===== config.mk =====
export PLATFORM = sky130hd
export DESIGN_NAME = uctl_fifo_pkt_writer
export DESIGN_NICKNAME = d
export VERILOG_FILES = /design/src/rtl/uctl_fifo_pkg.sv /design/src/rtl/uctl_fifo_pkt_writer.sv
export SDC_FILE = /design/constraint.sdc
export NUM_CORES = 1
export LEC_CHECK = 0
export CORE_AREA = 3 3 79 81
export DETAILED_ROUTE_END_ITERATION = 8
export DIE_AREA = 0 0 82 84
export PLACE_DENSITY = 0.84
export SYNTH_ARGS = -nofsm -noshare
export SYNTH_HDL_FRONTEND = slang
export SYNTH_SLANG_ARGS = --single-unit

===== constraint.sdc =====
create_clock -name wclk -period 4.3 [get_ports wclk]
set_input_delay 0.86 -clock wclk [delete_from_list [all_inputs] [get_ports wclk]]
set_output_delay 0.86 -clock wclk [all_outputs]
set_load 0.01 [all_outputs]

===== src/rtl/uctl_fifo_pkg.sv =====
// Shared definitions for the uctl async FIFO packet path (wclk writer and rclk reader).
package uctl_fifo_pkg;

  localparam int unsigned DataW = 23;
  localparam int unsigned LenW  = 11;
  localparam int unsigned EpW   = 4;

  // Tag bits sitting above the payload in every FIFO word.
  localparam int unsigned CtlBit  = DataW + 1;
  localparam int unsigned LastBit = DataW;

  typedef enum logic [2:0] {
    StIdle,
    StChk,
    StHdr,
    StData,
    StDrop
  } wr_state_e;

  // Header payload: {ep, len} zero-extended to the payload width.
  function automatic logic [DataW-1:0] hdr_pack(input logic [EpW-1:0]  ep,
                                                input logic [LenW-1:0] len);
    return {{(DataW - EpW - LenW){1'b0}}, ep, len};
  endfunction

  function automatic void hdr_unpack(input  logic [DataW-1:0] payload,
                                     output logic [EpW-1:0]   ep,
                                     output logic [LenW-1:0]  len);
    len = payload[LenW-1:0];
    ep  = payload[LenW +: EpW];
  endfunction

endpackage


===== src/rtl/uctl_fifo_pkt_writer.sv =====
// Write-side packet engine: reserves FIFO space for a whole packet, then pushes a
// header word followed by the data words, tagged {is_ctl, last, payload}.
module uctl_fifo_pkt_writer
  import uctl_fifo_pkg::*;
#(
  parameter int unsigned DATA_W        = 23,
  parameter int unsigned FIFO_ADDRSIZE = 2,
  parameter int unsigned LEN_W         = 11,
  parameter int unsigned EP_W          = 4
) (
  input  logic                     wclk,
  input  logic                     rrst_n,
  input  logic                     swRst,
  input  logic                     in_valid,
  output logic                     in_ready,
  input  logic                     in_sop,
  input  logic                     in_eop,
  input  logic                     in_abort,
  input  logic [LEN_W-1:0]         in_len,
  input  logic [EP_W-1:0]          in_ep,
  input  logic [DATA_W-1:0]        in_data,
  output logic                     w_en,
  output logic [DATA_W+1:0]        fifo_data_in,
  input  logic                     wfull,
  input  logic [FIFO_ADDRSIZE:0]   numOfFreeLocs,
  output logic                     busy,
  output logic                     pkt_done,
  output logic                     pkt_err
);

  localparam int unsigned Depth = 1 << FIFO_ADDRSIZE;
  localparam int unsigned PadW  = DATA_W - EP_W - LEN_W;
  localparam logic [LEN_W:0] DepthExt = (LEN_W + 1)'(Depth);

  wr_state_e         state_q, state_d;
  logic [LEN_W-1:0]  cnt_q, cnt_d;
  logic [LEN_W-1:0]  len_q, len_d;
  logic [EP_W-1:0]   ep_q, ep_d;

  logic              out_en;
  logic [LEN_W:0]    need;
  logic [LEN_W:0]    free_ext;
  logic              cnt_at_last;
  logic              is_ctl;
  logic              last;
  logic [DATA_W-1:0] payload;

  // Outputs are forced quiet while either reset is active.
  assign out_en      = rrst_n & ~swRst;
  assign busy        = out_en & (state_q != StIdle);
  assign need        = {1'b0, len_q} + (LEN_W + 1)'(1);
  assign free_ext    = {{(LEN_W - FIFO_ADDRSIZE){1'b0}}, numOfFreeLocs};
  assign cnt_at_last = (cnt_q == (len_q - LEN_W'(1)));

  // Next-state, handshake and FIFO word generation.
  always_comb begin
    state_d  = state_q;
    cnt_d    = cnt_q;
    len_d    = len_q;
    ep_d     = ep_q;
    in_ready = 1'b0;
    w_en     = 1'b0;
    is_ctl   = 1'b0;
    last     = 1'b0;
    payload  = '0;
    pkt_done = 1'b0;
    pkt_err  = 1'b0;

    unique case (state_q)
      StIdle: begin
        // Non-sop beats here belong to no packet: swallow and flag them.
        in_ready = in_valid & ~in_sop;
        pkt_err  = in_valid & ~in_sop;
        if (in_valid && in_sop) begin
          len_d   = in_len;
          ep_d    = in_ep;
          state_d = StChk;
        end
      end
      StChk: begin
        if (need > DepthExt) begin
          pkt_err = 1'b1;
          state_d = StDrop;
        end else if ((free_ext >= need) && !wfull) begin
          state_d = StHdr;
        end
      end
      StHdr: begin
        if (!wfull) begin
          w_en    = 1'b1;
          is_ctl  = 1'b1;
          last    = (len_q == '0);
          payload = {{PadW{1'b0}}, ep_q, len_q};
          if (len_q == '0) begin
            // Zero-length packet: the sop beat carries no data and is consumed here.
            in_ready = 1'b1;
            pkt_done = 1'b1;
            if (in_eop) begin
              state_d = StIdle;
            end else begin
              pkt_err = 1'b1;
              state_d = StDrop;
            end
          end else begin
            cnt_d   = '0;
            state_d = StData;
          end
        end
      end
      StData: begin
        in_ready = ~wfull;
        if (in_valid && !wfull) begin
          w_en  = 1'b1;
          cnt_d = cnt_q + LEN_W'(1);
          if (in_abort) begin
            is_ctl  = 1'b1;
            last    = 1'b1;
            pkt_err = 1'b1;
            state_d = StIdle;
          end else begin
            last    = in_eop | cnt_at_last;
            payload = in_data;
            if (cnt_at_last) begin
              if (in_eop) begin
                pkt_done = 1'b1;
                state_d  = StIdle;
              end else begin
                pkt_err = 1'b1;
                state_d = StDrop;
              end
            end else if (in_eop) begin
              pkt_err = 1'b1;
              state_d = StIdle;
            end
          end
        end
      end
      StDrop: begin
        in_ready = 1'b1;
        if (in_valid && in_eop) begin
          state_d = StIdle;
        end
      end
      default: state_d = StIdle;
    endcase

    if (!out_en) begin
      in_ready = 1'b0;
      w_en     = 1'b0;
      pkt_done = 1'b0;
      pkt_err  = 1'b0;
    end

    if (swRst) begin
      state_d = StIdle;
      cnt_d   = '0;
      len_d   = '0;
      ep_d    = '0;
    end

    fifo_data_in = w_en ? {is_ctl, last, payload} : '0;
  end

  // State and packet context registers.
  always_ff @(posedge wclk or negedge rrst_n) begin
    if (!rrst_n) begin
      state_q <= StIdle;
      cnt_q   <= '0;
      len_q   <= '0;
      ep_q    <= '0;
    end else begin
      state_q <= state_d;
      cnt_q   <= cnt_d;
      len_q   <= len_d;
      ep_q    <= ep_d;
    end
  end

endmodule


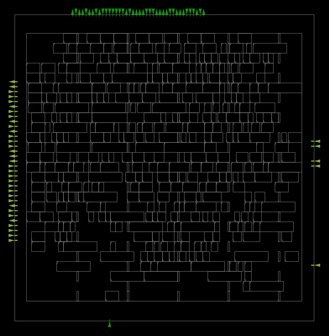
final_placement.png
final-layout fill cell count: 501
# rows: 27
Core ar.: 0.00554 mm2

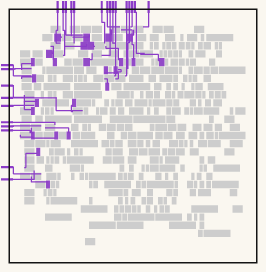
port_nets.png
Drawn at 3 px/um.
- purple: `fifo_data_in` (direction output; end cells 25; wire 467 um)
port bufs: 78
Ports: 79

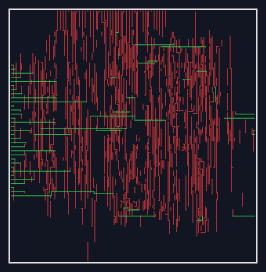
metal_stack.png
Drawn at 3 px/um. Only two layers are drawn.
- red: met2 (wire length 3,820 um)
- green: met3 (wire length 388 um)
vias: 2,681
total track usage: 22.8%

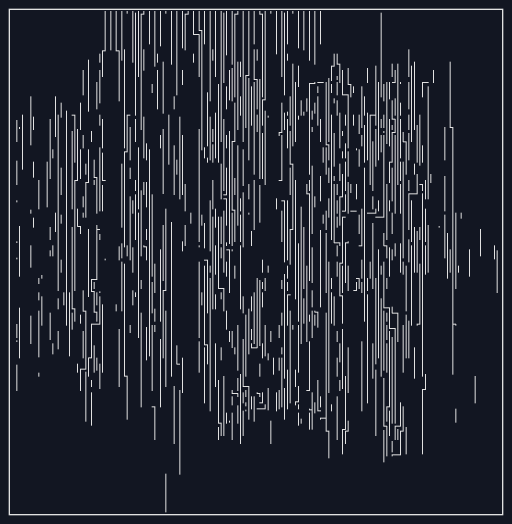
met2.png
Drawn at 6 px/um.
- wire length on this layer: 3,820 um
- nets with wire on the layer: 376
- main direction: vertical
- longest straight run: 41.1 um
- share of all routed wire: 50%
final wirelength: 7660 um
met2 usage in global routing: 36.5%

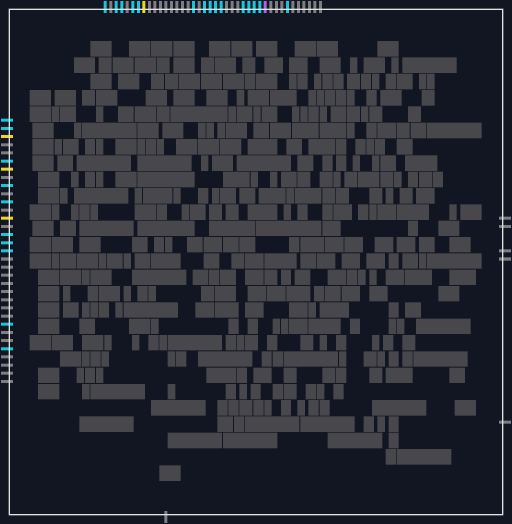
pins.png
Drawn at 6 px/um. Pins as bars across the die edge, other pins in grey.
- cyan: `fifo_data_in` (pins 25; direction output; edge 15 top, 10 left)
- purple: `in_abort` (pins 1; direction input; edge top)
- yellow: `in_ep` (pins 4; direction input; edge 3 left, 1 top)
- all pins by edge: 40 top, 33 left, 5 right, 1 bottom
Die X: 82 um
Die H: 84 um

==> results.tsv <==
metric	value	unit
lay_top_cells	clkdlybuf4s50_1, nand2_1, nor2_1	
clockRootBuffer	clkbuf_8	
crit_path_start	len_q[1]	
wl_met3	387	um
slew_headroom	48.0	%
syn-num-nets	383	
buf_share	25.4	%
dp_slack	148	ps
aoi_share	21.2	%
num-multi-input-gates	261	
top_usage_layer	met2	
rr_worst_depth	13	
status	complete, no violations	
routabilityCongestion	0.922	
clock_sinks	29	
path_cells	inv_2 > ha_2 > and3_4 > nand3_1 > a221oi_2 > a41oi_1 > or4_4 > ha_1 > nor2_1 > o21ai_0 > nor3_1 > nor3_1 > dlygate4sd2_1	
p_clk	0.000301	W
largestPowerGroup	combinational cells	
yosys_warnings	0	
seq-power	0.000371	W
comb_area	0.00158	mm2
reg2reg_to	state_q[2]	
endpoint	pkt_err	
areaGrowthSynthToFinish	42.3	%
drt_iter0_markers	253	
fin_hold_ws	535	ps
finalWorstSetupSlack	194	ps
p_comb_share	43.6	%
No activity file was given, so power comes from the tool's default toggle rates.
